===== src/rtl/decimator_pkg.sv =====
// Shared types and helpers for the decimator runtime controller.
package decimator_pkg;

  localparam int DEFAULT_FACTOR_WIDTH = 16;

  typedef enum logic [1:0] {
    IDLE      = 2'd0,
    WAIT_SYNC = 2'd1,
    RUN       = 2'd2
  } state_t;

  // A factor of zero has no period, and the phase must fall inside one period.
  function automatic logic cfg_legal(input logic [31:0] factor, input logic [31:0] phase);
    return (factor != 32'd0) && (phase < factor);
  endfunction

endpackage


===== src/rtl/decimator_ctrl_if.sv =====
// Config handshake bundle between the register block (master) and the controller (slave).
interface decimator_ctrl_if
  import decimator_pkg::*;
#(
  parameter int FACTOR_WIDTH = DEFAULT_FACTOR_WIDTH
);
  logic                    cfg_valid;
  logic                    cfg_ready;
  logic [FACTOR_WIDTH-1:0] cfg_factor;
  logic [FACTOR_WIDTH-1:0] cfg_phase;
  logic                    cfg_err;

  modport master (output cfg_valid, output cfg_factor, output cfg_phase,
                  input  cfg_ready, input  cfg_err);
  modport slave  (input  cfg_valid, input  cfg_factor, input  cfg_phase,
                  output cfg_ready, output cfg_err);
endinterface


===== src/rtl/decimator_phase_counter.sv =====
// Modulo-factor sample counter with synchronous clear and a combinational wrap flag.
module decimator_phase_counter #(
  parameter int WIDTH = 16
) (
  input  logic             clk,
  input  logic             rst,
  input  logic             clr,
  input  logic             step,
  input  logic [WIDTH-1:0] factor,
  output logic [WIDTH-1:0] count,
  output logic             wrap
);

  assign wrap = step && (count == factor - 1'b1);

  // NOTE: sequential state uses non-blocking assignments so every register samples pre-edge values.
  always_ff @(posedge clk or posedge rst) begin
    if (rst)       count <= '0;
    else if (clr)  count <= '0;
    else if (step) count <= wrap ? '0 : count + 1'b1;
  end

endmodule


===== src/rtl/decimator_ctrl.sv =====
// Decimator runtime controller: config handshake, start/stop/sync FSM and capture strobe.
// Optional build macros: DECIMATOR_CTRL_STATS_EN (sample statistics), SYNC_REQUIRED (start waits for sync_in).
module decimator_ctrl
  import decimator_pkg::*;
#(
  parameter int FACTOR_WIDTH   = DEFAULT_FACTOR_WIDTH,
  parameter int DEFAULT_FACTOR = 8,
  parameter int DEFAULT_PHASE  = 0
) (
  input  logic               clk,
  input  logic               rst,
  input  logic               en,
  decimator_ctrl_if.slave    cfg,
  input  logic               start,
  input  logic               stop,
  input  logic               sync_in,
  input  logic               in_valid,
  output logic               sample_en,
  output logic               busy,
  output logic [1:0]         state_o
`ifdef DECIMATOR_CTRL_STATS_EN
  ,
  input  logic               stats_clr,
  output logic [31:0]        in_cnt,
  output logic [31:0]        out_cnt
`endif
);

`ifdef SYNC_REQUIRED
  localparam state_t START_TARGET = WAIT_SYNC;
`else
  localparam state_t START_TARGET = RUN;
`endif

  state_t                  state, nxt;
  logic [FACTOR_WIDTH-1:0] factor, phase, sh_factor, sh_phase, count;
  logic                    pending, cfg_err_q;
  logic                    cnt_clr, cnt_step, cnt_wrap;
  logic                    cfg_xfer, cfg_ok, hold_run, apply_pending;

  assign cfg.cfg_ready = !pending;
  assign cfg.cfg_err   = cfg_err_q;
  assign cfg_xfer      = cfg.cfg_valid && !pending;
  assign cfg_ok        = cfg_legal(32'(cfg.cfg_factor), 32'(cfg.cfg_phase));

  assign cnt_step  = en && (state == RUN) && in_valid;
  assign sample_en = cnt_step && (count == phase);
  assign busy      = (state != IDLE);
  assign state_o   = state;

  // A config arriving while RUN continues must wait for a period boundary; stopping applies it at once.
  assign hold_run      = (state == RUN) && !(en && stop);
  assign apply_pending = pending && en && (state == RUN) && (cnt_wrap || stop);

  decimator_phase_counter #(.WIDTH(FACTOR_WIDTH)) u_phase_counter (
    .clk    (clk),
    .rst    (rst),
    .clr    (cnt_clr),
    .step   (cnt_step),
    .factor (factor),
    .count  (count),
    .wrap   (cnt_wrap)
  );

  always_ff @(posedge clk or posedge rst) begin
    if (rst) state <= IDLE;
    else     state <= nxt;
  end

  // NOTE: every always_comb output gets a default first so no path leaves it unassigned (no latch).
  always_comb begin
    nxt     = state;
    cnt_clr = 1'b0;
    if (en) begin
      case (state)
        IDLE: begin
          if (start && !stop) begin
            nxt     = START_TARGET;
            cnt_clr = 1'b1;
          end
        end
        WAIT_SYNC: begin
          if (stop) nxt = IDLE;
          else if (sync_in) begin
            nxt     = RUN;
            cnt_clr = 1'b1;
          end
        end
        RUN: begin
          if (stop)         nxt     = IDLE;
          else if (sync_in) cnt_clr = 1'b1;
        end
        default: nxt = IDLE;
      endcase
    end
  end

  always_ff @(posedge clk or posedge rst) begin
    if (rst) begin
      factor    <= FACTOR_WIDTH'(DEFAULT_FACTOR);
      phase     <= FACTOR_WIDTH'(DEFAULT_PHASE);
      sh_factor <= '0;
      sh_phase  <= '0;
      pending   <= 1'b0;
      cfg_err_q <= 1'b0;
    end else begin
      cfg_err_q <= cfg_xfer && !cfg_ok;
      if (apply_pending) begin
        factor  <= sh_factor;
        phase   <= sh_phase;
        pending <= 1'b0;
      end
      // cfg_xfer implies !pending, so this never collides with apply_pending.
      if (cfg_xfer && cfg_ok) begin
        if (hold_run) begin
          sh_factor <= cfg.cfg_factor;
          sh_phase  <= cfg.cfg_phase;
          pending   <= 1'b1;
        end else begin
          factor <= cfg.cfg_factor;
          phase  <= cfg.cfg_phase;
        end
      end
    end
  end

`ifdef DECIMATOR_CTRL_STATS_EN
  always_ff @(posedge clk or posedge rst) begin
    if (rst) begin
      in_cnt  <= '0;
      out_cnt <= '0;
    end else if (stats_clr) begin
      in_cnt  <= '0;
      out_cnt <= '0;
    end else begin
      if (cnt_step)  in_cnt  <= in_cnt + 32'd1;
      if (sample_en) out_cnt <= out_cnt + 32'd1;
    end
  end
`endif

endmodule


===== src/flat_wrapper.sv =====
// flat-port wrapper written by rule: the top's interface ports become plain ports
module decimator_ctrl_flat import decimator_pkg::*;
#(
  parameter int FACTOR_WIDTH   = DEFAULT_FACTOR_WIDTH,
  parameter int DEFAULT_FACTOR = 8,
  parameter int DEFAULT_PHASE  = 0
)
  (clk, rst, en, start, stop, sync_in, in_valid, sample_en, busy, state_o, cfg_cfg_valid, cfg_cfg_factor, cfg_cfg_phase, cfg_cfg_ready, cfg_cfg_err);
  decimator_ctrl_if #(.FACTOR_WIDTH(FACTOR_WIDTH)) cfg_i ();
  input  logic clk;
  input  logic rst;
  input  logic en;
  input  logic start;
  input  logic stop;
  input  logic sync_in;
  input  logic in_valid;
  output logic sample_en;
  output logic busy;
  output logic [1:0] state_o;
  input wire logic [$bits(cfg_i.cfg_valid)-1:0] cfg_cfg_valid;
  input wire logic [$bits(cfg_i.cfg_factor)-1:0] cfg_cfg_factor;
  input wire logic [$bits(cfg_i.cfg_phase)-1:0] cfg_cfg_phase;
  output wire logic [$bits(cfg_i.cfg_ready)-1:0] cfg_cfg_ready;
  output wire logic [$bits(cfg_i.cfg_err)-1:0] cfg_cfg_err;
  assign cfg_i.cfg_valid = cfg_cfg_valid;
  assign cfg_i.cfg_factor = cfg_cfg_factor;
  assign cfg_i.cfg_phase = cfg_cfg_phase;
  assign cfg_cfg_ready = cfg_i.cfg_ready;
  assign cfg_cfg_err = cfg_i.cfg_err;
  decimator_ctrl #(.FACTOR_WIDTH(FACTOR_WIDTH), .DEFAULT_FACTOR(DEFAULT_FACTOR), .DEFAULT_PHASE(DEFAULT_PHASE)) u_core (.clk(clk), .rst(rst), .en(en), .cfg(cfg_i), .start(start), .stop(stop), .sync_in(sync_in), .in_valid(in_valid), .sample_en(sample_en), .busy(busy), .state_o(state_o));
endmodule

===== config.mk =====
export PLATFORM = sky130hd
export DESIGN_NAME = decimator_ctrl_flat
export DESIGN_NICKNAME = d
export VERILOG_FILES = /design/src/rtl/decimator_pkg.sv /design/src/rtl/decimator_ctrl_if.sv /design/src/rtl/decimator_phase_counter.sv /design/src/rtl/decimator_ctrl.sv /design/src/flat_wrapper.sv
export SDC_FILE = /design/constraint.sdc
export NUM_CORES = 1
export LEC_CHECK = 0
export CAP_MARGIN = 10
export CORE_AREA = 3 3 115 117
export CTS_CLUSTER_SIZE = 28
export DETAILED_ROUTE_END_ITERATION = 6
export DIE_AREA = 0 0 118 120
export PLACE_DENSITY = 0.65
export REMOVE_ABC_BUFFERS = 1
export SETUP_SLACK_MARGIN = 0.3
export SKIP_CTS_REPAIR_TIMING = 1
export SLEW_MARGIN = 25
export SYNTH_ARGS = -nofsm -noshare
export SYNTH_HDL_FRONTEND = slang
export SYNTH_SLANG_ARGS = --single-unit

===== constraint.sdc =====
create_clock -name clk -period 4.3 [get_ports clk]
set_input_delay 0.86 -clock clk [delete_from_list [all_inputs] [get_ports clk]]
set_output_delay 0.86 -clock clk [all_outputs]
set_load 0.05 [all_outputs]

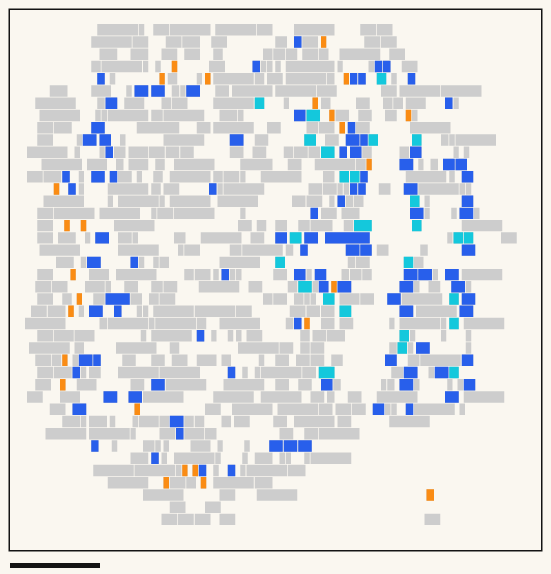
Figure 1: run 1, logic cells by family.
The bar under the picture is 20 um long.
family	color	cells	most used
inverters	orange	26	inv_1
AND and OR gates	cyan	26	or2_2
inverting AOI/OAI gates	blue	100	o21ai_0
Post-Layout Cell Count: 768
logic share of the area: 46.4%
Top cell excl fill/tap: dfrtp_1

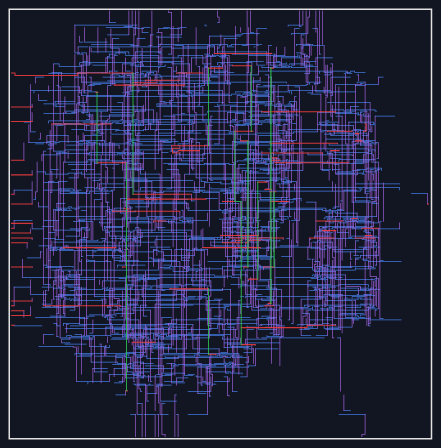
Figure 2: run 1, routed metal, one color a layer.
layer	color	wire length
met2	purple	6,570 um
met3	red	583 um
met4	green	387 um
met1	blue	6,640 um
Routed WL per cell: 18.5 um
via count: 4,525
Total Routing Usage GR: 20.5%
DRT Wirelength: 14,200 um

==> results_slide.txt, run 1 <==
Synthesis and Place & Route Summary

Yosys
  – Post-Syn Area: between 5000 and 6000 sq um
  – Max-area cell share: between 30 and 40%
  – Area fraction in mux cells: between 4 and 5%
  – Syn Inst Count: 567
  – Most frequent cell after synthesis: dfrtp_1
  – Post-synth ARST share: 100%
  – Synth area leader: dfrtp_1
  – Synth area leaders: dfrtp_1 39%, nand2_1 4.8%, ha_1 4.1%
  – Flops out of synthesis: between 80 and 90
  – Post-synthesis sequential area ratio: 39.9%
  – Yosys warns: 0

Timing
  – Final setup fails: 0
  – RSZ-0062 raised after global routing: false
  – Clock Skews: approximately 0.0058 ns
  – Final Max Slew Viols: 0

Placement
  – Dpl cell area: a little under 6000 sq um
  – Post-DP HPWL: between 10,000 and 15,000 um
  – Placed Instances: 752

Global routing
  – First-pass GRT wire length: between 20,000 and 25,000 um
  – Vias in the first global route: approximately 4,400
  – Initial antenna violation count: 0
  – Pin count of the biggest net entering global routing: 39
  – GRT overflow: 0

Cells and area
  – N_diodes: 0
  – Dominant logic cell types in the final layout: 82 x dfrtp_1, 67 x nand2_1, 44 x clkdlybuf4s50_1
  – Final #Nets: approximately 650
  – Final instance area: 6100 sq um

Drt
  – Initial detailed-routing violation count: 348
  – Final ANT Viol Nets: 0
  – Drt drc: 0
  – Via density per instance: slightly below 6

Power and ir drop
  – Lkg Pwr: about 2.5 nW
  – Maximum VDD drop: between 0.2 and 0.3 mV
  – PwrDens: ~530 nW/um^2

Status
  – Outcome: complete, no violations

Floorplan
  – I/O pin total: approximately 46
  – Core Util at FP: a little over two fifths

Setup path
  – FF-to-FF Start: u_core.factor[0]
  – Worst setup EP type: output pin
  – Reg-to-reg slack, setup: slightly above 0.7 ns

Clock tree
  – CTS buffer count: 9
  – Worst-Skew Late Latency: ~0.35 ns
  – Clk slew on worst S/H paths: around 0.06 ns
  – CTS Root Cell: clkbuf_16

Run
  – Maxcap violations: 0
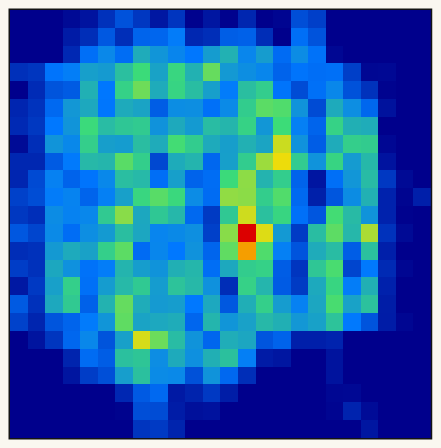
Figure 3: run 1, wiring heat map.
The die is cut into 24 by 24 equal tiles; dark blue is low, red is high, scaled to the fullest tile. Values are wire area over tile area, all layers added.
fullest tile	0.73
emptiest ninth of the die	lower right
nearly empty tiles	26%
mean over tiles	0.16
densest ninth of the die	center

==> run 1: layout make-up <==
| type | instances | area [sq um] |
|---|---|---|
| tap | 172 | 215 |
| fill | 1172 | 6360 |
| clock buffer | 10 | 229 |
| clock inverter | 6 | 66.3 |
| inverter | 26 | 98.8 |
| timing repair buffer | 61 | 581 |
| multi-input combinational | 410 | 2830 |
| sequential | 83 | 2080 |
==> run 1: through the flow <==
step | hold WS [ns] | setup TNS, ns | util (%)
after floorplan | 0.451 | -29.00 | -
after global placement | 0.463 | 0 | 46.5
after detailed placement | 0.471 | 0 | 46.5
after CTS | 0.485 | 0 | 48.9
after global routing | 0.507 | 0 | 49.0
final | 0.484 | 0 | 49.0
==> run 1: power by group <==
group          switching [mW]  leakage [nW]  internal (mW)  total (mW)
registers               0.319          1.01           1.10        1.42
clock network           0.330         0.135          0.450       0.779
logic                   0.522          1.31          0.523        1.04
==> run 1: how the worst min path moves through the flow <==
stage               slack, ns  cells after the start                 start              endpoint
global route             0.51                      2   u_core.sh_factor[8]   u_core.sh_factor[8]
detailed placement       0.47                      2  u_core.sh_factor[10]  u_core.sh_factor[10]
floorplan                0.45                      2  u_core.sh_factor[10]  u_core.sh_factor[10]
CTS                      0.49                      2  u_core.sh_factor[10]  u_core.sh_factor[10]
global placement         0.46                      2  u_core.sh_factor[10]  u_core.sh_factor[10]
finish                   0.48                      2   u_core.sh_factor[9]   u_core.sh_factor[9]
==> run 1: critical path: stages <==
cell and delay [ns]:
clkdlybuf4s50_1 0.56, and3_1 0.25, nand2_1 0.08, nor4_1 0.34, clkdlybuf4s50_1 0.89
==> run 1: routing by layer <==
metal  GRT usage, %  up-vias  share of wire [%]
met3           2.78       29                4.1
met1           28.6     2224                 47
met5              0        -                  0
met4           9.08        0                2.7
li1               -     2145                  -
met2           32.1      127                 46
==> run 1 -> run 2 <==
CTS_BUF_LIST = sky130_fd_sc_hd__clkbuf_2 sky130_fd_sc_hd__clkbuf_4 sky130_fd_sc_hd__clkbuf_8   (was not set)
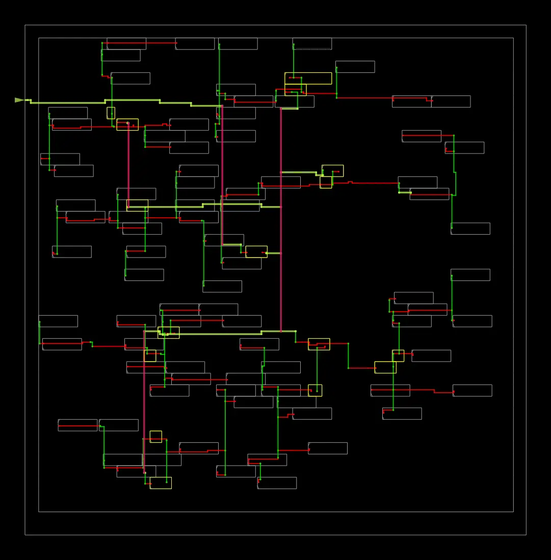
Figure 4: run 2, the clock network.
clk sinks: 83
# clk buffers: 10

==> results_slide.txt, run 2 <==
Synthesis and Place & Route Summary

Global routing
  – Most Crowded Layer GR: met2
  – GR Util met1: 28.7%
  – Pin count of the biggest net entering global routing: 39
  – Met3 Use GR: about 3.2%
  – Met2 Use GR: 31.6%
  – Initial antenna violation count: 0

Setup path
  – Slowest cell on crit path: clkdlybuf4s50_1
  – Worst path top cell family by delay: buffers and inverters
  – Crit path largest cell delay: around 0.90 ns
  – CP Cell Sequence: clkdlybuf4s50_1, and3_1, nand2_1, nor4_1, clkdlybuf4s50_1
  – Worst setup EP type: output pin
  – Crit path buf inv count: 2

Clock tree
  – Clk slew on worst S/H paths: roughly 0.080 ns
  – CTS buffer count: 9

Run
  – Maxcap violations: 0

Worst hold path
  – Hold Path Origin: u_core.sh_factor[9]
  – Hold-critical path depth: 2
  – Min-Delay Endpoint: u_core.sh_factor[9]

Timing
  – Hold Slack: 0.488 ns
  – Final setup fails: 0
  – Setup Total Neg Slack: 0 ns

Cells and area
  – Dominant logic cell types in the final layout: 82 x dfrtp_1, 67 x nand2_1, 44 x clkdlybuf4s50_1
  – Fin util: roughly half

Yosys
  – Post-Syn Area: about 5200 sq um
  – Yosys warns: 0
  – Most frequent cell after synthesis: dfrtp_1
  – Synth area leader: dfrtp_1
  – Synth area leaders: dfrtp_1 39%, nand2_1 4.8%, ha_1 4.1%
  – Syn Inst Count: between 500 and 600
  – Flops out of synthesis: around 83
  – Area fraction in mux cells: roughly 4.3%
  – Post-synthesis sequential area ratio: 39.9%

Floorplan
  – Core Util at FP: 41.8%

Status
  – Outcome: complete, no violations

Power and ir drop
  – PwrDens: 505 nW/um^2
  – Switch share: between 30% and 40%
  – Sequential share of power: a little under half
  – P_sw: between 1 and 1.5 mW

Drt
  – Via density per instance: 5.86
  – Final ANT Viol Nets: 0

Placement
  – Placed Instances: ~750
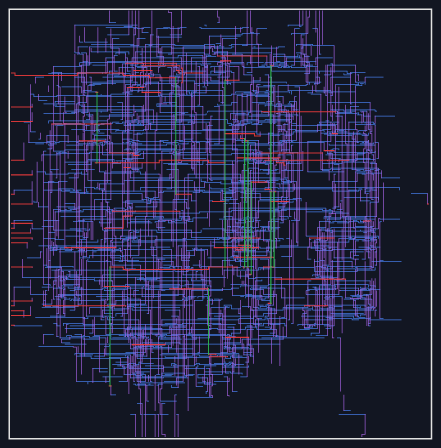
Figure 5: run 2, routed metal, one color a layer.
DRT Wirelength: 14,100 um
Routed WL per cell: 18.3 um
Total Routing Usage GR: 20.3%
via count: 4,498

-- run 2: worst register-to-register path, stage by stage (launching register included) --
cell and delay, ns:
dfrtp_1 0.46, inv_1 0.09, ha_1 0.21, or3b_1 0.50, or4_1 0.53, a221oi_1 0.32, o2111ai_1 0.22, o41ai_4 0.38
nor2b_4 0.40, buf_4 0.26, o311a_1 0.16
-- run 2: routing by layer --
layer	up-vias	wire, um
met5	-	0
met4	0	340
met1	2201	6620
met3	26	597
li1	2143	-
met2	128	6520
-- run 2: worst max path at each step --
stage                           start             endpoint  slack [ns]  cells past startpoint
finish                             en            sample_en        0.41                      5
global route                       en            sample_en        0.35                      5
global placement                   en            sample_en        0.55                      5
floorplan           cfg_cfg_factor[4]  u_core.sh_factor[0]       -0.70                      8
detailed placement                 en            sample_en        0.47                      5
CTS                                en            sample_en        0.47                      5
-- run 2: power groups by stage --
stage          sequential, mW  clock, mW  combinational (mW)
2_1_floorplan            1.33          0               0.762
3_3_place_gp             1.41          0                1.02
3_5_place_dp             1.42          0                1.05
4_1_cts                  1.41      0.593                1.05
5_1_grt                  1.46      0.626                1.15
6_report                 1.41      0.578                1.04
-- run 2: area by class of cell --
cell class / count / area, sq um
Fill cell: 1188 / 6460
Clock buffer: 10 / 131
Timing Repair Buffer: 61 / 581
Clock inverter: 6 / 66.3
Sequential cell: 83 / 2080
Inverter: 26 / 98.8
Tap cell: 172 / 215
Multi-Input combinational cell: 410 / 2830
-- run 2: logic make-up (layout without fill, tap and decap cells) --
group,count (synthesis),count (layout)
buffers and inverters,74,103
adder cells (fa/ha/maj),17,17
other,1,1
XOR/XNOR,30,30
AND-OR/OR-AND,139,139
multiplexers,20,20
flip-flops,83,83
AND/OR/NAND/NOR,203,203
Power is estimated from default activity; no workload was simulated.
